**src/rtl/sap2_bus_loader.sv**
```systemverilog
// sap2_bus_loader: receive side of the SAP-2 16-bit internal bus.
// Latches bus contents into the register file on load strobes, runs the
// MAR/MDR memory handshake with an ack timeout, and keeps the program counter.
// Optional feature macro: SAP2_OUT_HANDSHAKE_EN (OUT port valid/ack handshake).
//
// Memory handshake (valid/ready): mem_req is the valid; mem_ack is the ready.
// While mem_req is high, mem_we, mem_addr and mem_wdata are held stable. The
// transfer completes on the first rising edge where mem_req and mem_ack are
// both high; mem_rdata is sampled on that same edge. mem_ack with no request
// outstanding carries no meaning and is ignored.
module sap2_bus_loader #(
    parameter logic [15:0] PC_RST      = 16'h0000,
    parameter int          ACK_TIMEOUT = 16
) (
    input  logic        CLK,
    input  logic        nCLR,
    input  logic [15:0] bus_in,
    input  logic        La,
    input  logic        Lb,
    input  logic        Lc,
    input  logic        Ltmp,
    input  logic        Li,
    input  logic        Lo,
    input  logic        Lmar,
    input  logic        Lmarc,
    input  logic        Lpcl,
    input  logic        Lpcu,
    input  logic        Ip,
    input  logic        Lmdr,
    input  logic        mem_rd,
    input  logic        mem_wr,
    input  logic        mem_ack,
    input  logic [7:0]  mem_rdata,
    input  logic        out_ack,
    output logic        mem_req,
    output logic        mem_we,
    output logic [15:0] mem_addr,
    output logic [7:0]  mem_wdata,
    output logic        busy,
    output logic        mem_err,
    output logic [7:0]  a,
    output logic [7:0]  b,
    output logic [7:0]  c,
    output logic [7:0]  tmp,
    output logic [7:0]  ir,
    output logic [7:0]  out_port,
    output logic        out_valid,
    output logic [15:0] pc,
    output logic [15:0] mar,
    output logic [7:0]  mdr,
    output logic [1:0]  dbg_state
);

    typedef enum logic [1:0] {
        S_IDLE = 2'd0,
        S_RD   = 2'd1,
        S_WR   = 2'd2
    } state_t;

    localparam int                CNT_W    = $clog2(ACK_TIMEOUT);
    localparam logic [CNT_W-1:0]  CNT_LAST = CNT_W'(ACK_TIMEOUT - 1);

    state_t           state_q, state_d;
    logic [CNT_W-1:0] cnt_q, cnt_d;
    logic             err_q, err_d;
    logic             rd_done;
    logic             idle;

    logic [7:0]  a_q, a_d, b_q, b_d, c_q, c_d;
    logic [7:0]  tmp_q, tmp_d, ir_q, ir_d;
    logic [7:0]  out_q, out_d;
    logic        ov_q, ov_d;
    logic [15:0] pc_q, pc_d, mar_q, mar_d;
    logic [7:0]  mdr_q, mdr_d;

    assign idle = (state_q == S_IDLE);

    // Memory FSM: next state, ack/timeout counter and sticky error flag.
    always_comb begin
        state_d = state_q;
        cnt_d   = cnt_q;
        err_d   = err_q;
        rd_done = 1'b0;
        case (state_q)
            S_IDLE: begin
                if (mem_wr) begin
                    state_d = S_WR;
                    cnt_d   = '0;
                end else if (mem_rd) begin
                    state_d = S_RD;
                    cnt_d   = '0;
                end
            end
            S_RD, S_WR: begin
                if (mem_ack) begin
                    state_d = S_IDLE;
                    rd_done = (state_q == S_RD);
                end else if (cnt_q == CNT_LAST) begin
                    // Memory never answered: abort without touching MDR.
                    state_d = S_IDLE;
                    err_d   = 1'b1;
                end else begin
                    cnt_d = cnt_q + 1'b1;
                end
            end
            default: state_d = S_IDLE;
        endcase
    end

    // Memory FSM state register; reset drops any transaction immediately.
    always_ff @(posedge CLK or negedge nCLR) begin
        if (!nCLR) begin
            state_q <= S_IDLE;
            cnt_q   <= '0;
            err_q   <= 1'b0;
        end else begin
            state_q <= state_d;
            cnt_q   <= cnt_d;
            err_q   <= err_d;
        end
    end

    // Register file next values; MAR/MDR are frozen while a transaction runs.
    always_comb begin
        a_d   = La   ? bus_in[7:0] : a_q;
        b_d   = Lb   ? bus_in[7:0] : b_q;
        c_d   = Lc   ? bus_in[7:0] : c_q;
        tmp_d = Ltmp ? bus_in[7:0] : tmp_q;
        ir_d  = Li   ? bus_in[7:0] : ir_q;

        // Explicit half loads beat the increment; only named halves change.
        pc_d = pc_q;
        if (Lpcl || Lpcu) begin
            if (Lpcl) pc_d[7:0]  = bus_in[7:0];
            if (Lpcu) pc_d[15:8] = bus_in[7:0];
        end else if (Ip) begin
            pc_d = pc_q + 16'd1;
        end

        mar_d = mar_q;
        mdr_d = mdr_q;
        if (idle) begin
            if (Lmar)       mar_d = bus_in;
            else if (Lmarc) mar_d = {mar_q[15:8], bus_in[7:0]};
            if (Lmdr)       mdr_d = bus_in[7:0];
        end
        if (rd_done) mdr_d = mem_rdata;

`ifdef SAP2_OUT_HANDSHAKE_EN
        // OUT holds until the consumer accepts; a load in the accept cycle
        // replaces the data and keeps valid asserted.
        out_d = out_q;
        ov_d  = ov_q;
        if (Lo && (!ov_q || out_ack)) begin
            out_d = bus_in[7:0];
            ov_d  = 1'b1;
        end else if (out_ack) begin
            ov_d = 1'b0;
        end
`else
        // No consumer handshake: valid is a one-cycle pulse after each load.
        out_d = Lo ? bus_in[7:0] : out_q;
        ov_d  = Lo;
`endif
    end

`ifndef SAP2_OUT_HANDSHAKE_EN
    logic unused_out_ack;
    assign unused_out_ack = out_ack;
`endif

    // Register file storage.
    always_ff @(posedge CLK or negedge nCLR) begin
        if (!nCLR) begin
            a_q   <= '0;
            b_q   <= '0;
            c_q   <= '0;
            tmp_q <= '0;
            ir_q  <= '0;
            out_q <= '0;
            ov_q  <= 1'b0;
            pc_q  <= PC_RST;
            mar_q <= '0;
            mdr_q <= '0;
        end else begin
            a_q   <= a_d;
            b_q   <= b_d;
            c_q   <= c_d;
            tmp_q <= tmp_d;
            ir_q  <= ir_d;
            out_q <= out_d;
            ov_q  <= ov_d;
            pc_q  <= pc_d;
            mar_q <= mar_d;
            mdr_q <= mdr_d;
        end
    end

    assign mem_req   = !idle;
    assign busy      = !idle;
    assign mem_we    = (state_q == S_WR);
    assign mem_addr  = mar_q;
    assign mem_wdata = mdr_q;
    assign mem_err   = err_q;
    assign a         = a_q;
    assign b         = b_q;
    assign c         = c_q;
    assign tmp       = tmp_q;
    assign ir        = ir_q;
    assign out_port  = out_q;
    assign out_valid = ov_q;
    assign pc        = pc_q;
    assign mar       = mar_q;
    assign mdr       = mdr_q;
    assign dbg_state = state_q;

endmodule
```
**config.mk**
```make
export PLATFORM = sky130hd
export DESIGN_NAME = sap2_bus_loader
export DESIGN_NICKNAME = d
export VERILOG_FILES = /design/src/rtl/sap2_bus_loader.sv
export SDC_FILE = /design/constraint.sdc
export NUM_CORES = 1
export LEC_CHECK = 0
export ABC_AREA = 1
export CAP_MARGIN = 20
export CORE_MARGIN = 2
export CORE_UTILIZATION = 45
export CTS_CLUSTER_DIAMETER = 150
export DETAILED_ROUTE_END_ITERATION = 10
export GPL_ROUTABILITY_DRIVEN = 0
export PLACE_DENSITY = 0.8
export SLEW_MARGIN = 10
export SYNTH_ARGS = -nofsm -noshare
export SYNTH_HDL_FRONTEND = slang
export SYNTH_SLANG_ARGS = --single-unit
```
**constraint.sdc**
```tcl
create_clock -name CLK -period 1.9 [get_ports CLK]
set_input_delay 0.19 -clock CLK [delete_from_list [all_inputs] [get_ports CLK]]
set_output_delay 0.19 -clock CLK [all_outputs]
set_load 0.03 [all_outputs]
```
**Track usage over the die**

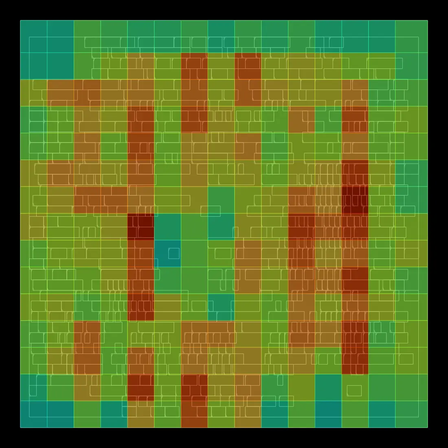
routing usage on met2: 0.375
Routed wire per std cell: 16.4 um

**Ports around the boundary**

Pins as bars across the die edge, other pins in gray.
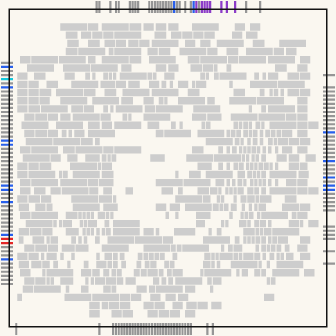
port	color	pins	direction	edge
ir	purple	8	output	north
mem_addr	blue	16	output	9 west, 5 east, 2 north
dbg_state	red	2	output	west
Lo	cyan	1	input	west
vertical die size: 105 um
Horiz. Die Dim: 105 um

==> run summary <==
Numbers from the implementation run.

The H-tree was split into 3 levels. STA classifies the critical path endpoint as an output port. A synthesized cell averages 9.86 um^2. The area taken by flip-flops and latches is 0.00240 mm^2. In this build the clock could be raised as far as 579 MHz.

Setup repair after global routing left no endpoint under its margin. During placement, the flow inserted port buffers numbering 159. The number of enable flip-flop cells is 0. The total power per unit cell area is 1340 mW/mm^2.

In the global route stage, overall resource usage came out at 0.222. The group that draws the most power in this run is combinational logic. The data arrival time of the critical path is 1540 ps. The run finished with clean final reports. The power drawn by the clock network is 1.25 mW.

For this design, Yosys synthesis ends with a cell count of 465. Counting flops with an async set or reset pin after synthesis yields a share of 1.00. At the pin with the least slew margin, the transition time is 631 ps.

Combinational power for this build is 4.29 mW. The final timing report gives a worst setup slack of 172 ps. The combined buffer and inverter count along the critical path is 1. In the detailed route, the total length drawn on met3 is 971 um. The post-placement cell area is 0.00612 mm^2. Along the worst path, the maximum fanout reaches 6. The category of cells accounting for the largest share of critical-path delay is buffers and inverters. The critical path's slowest cell is clkdlybuf4s50_1. The largest net degree at the start of global routing is 59. The post-synthesis share of cell area spent on and, or, nand and nor gates is 0.176. Per the layout area report, the combinational gate area comes to 0.00173 mm^2.

The reg-to-reg critical path startpoint is dbg_state[0]. The post-route total power is 8.44 mW. The met1 track demand over resource is 0.290. The register share of total power is 0.343. The first-pass iteration count of the detailed router is 4. In this run the cell area of the synthesized design comes to 0.00458 mm^2.

The top cell types in the final layout, fill and taps aside, are clkdlybuf4s50_1 (155), dfrtp_1 (96), nand2_1 (54), nor2_1 (52), nand3_1 (46). The number of antenna violations at the first check in global routing came to 0. The total clock buffers created by CTS is 9. The leakage component of the power was reported as 2.74 nW. Summed over all nets, wire length on met2 after detailed routing comes to 5910 um.

The synthesis report lists the Yosys warning total as 0. The final-layout fill cell count is 814. Clock tree synthesis selected as its root buffer the cell clkbuf_8. The period utilization is 0.910.

The post-synth net total is 512. The flow reports power dissipated in sequential cells as 2.90 mW. The first global-routing pass estimated 19,300 um of wire.

CTS reports a maximum clock tree buffer depth of 2. The most critical setup path has its startpoint at pc[2]. The post-synthesis to final-layout area growth is 37.5%. The largest vdd supply drop is 1030 uV. The post-placement worst setup slack is 132 ps. After detailed routing, the wire length on met1 is 5110 um. The share of the synthesized area in the top cell type is 0.524. The tightest hold path in the finished design has a slack of 388 ps. The synthesized instance count is 465.

The total number of placement rows is 36. Once iteration 0 of detailed routing completed, the report listed 191 DRC markers. The number of buffers added for setup after CTS is 0. The type of the most critical hold path is in2async.
**M3 wires**

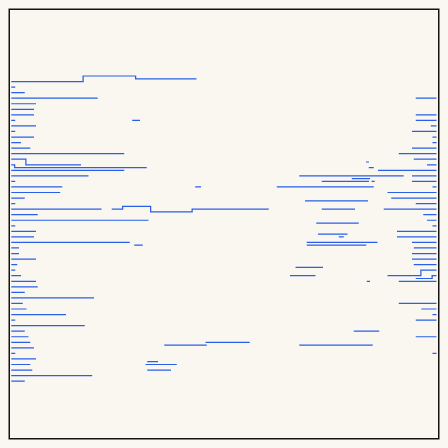
share of all routed wire	8.0%
wire length on this layer	972 um
nets with wire on the layer	112
main direction	horizontal
longest straight run	33.4 um
Vias: 3,786
routing usage on met3: 0.0580

[what timing repair did]
action                     4_1_cts  5_1_grt
hold buffers                     1        0
setup endpoints to repair        3       10
hold endpoints to repair        38        0
pin swaps                        0        0
gates resized                    3        5
[cell type report]
class                   count  share of cell area
flip-flops and latches     96               0.381
multi-input cells         289               0.274
repair buffers            173               0.269
well taps                 133              0.0264
inverters                  34              0.0206
clock buffers              10              0.0202
clock inverters             6             0.00834
[final timing paths]
kind	end	slack, ps	cells after the start
worst max-delay path	pc[2]	170	1
worst min-delay path	mdr[4]	390	2
worst max register to register	mar[0]	180	6
worst min register to register	mem_err	480	1
max in group asynchronous	pc[13]	830	3
min in group CLK	mdr[7]	450	3
Power figures rest on the tool's default switching activity, not on a simulated workload.
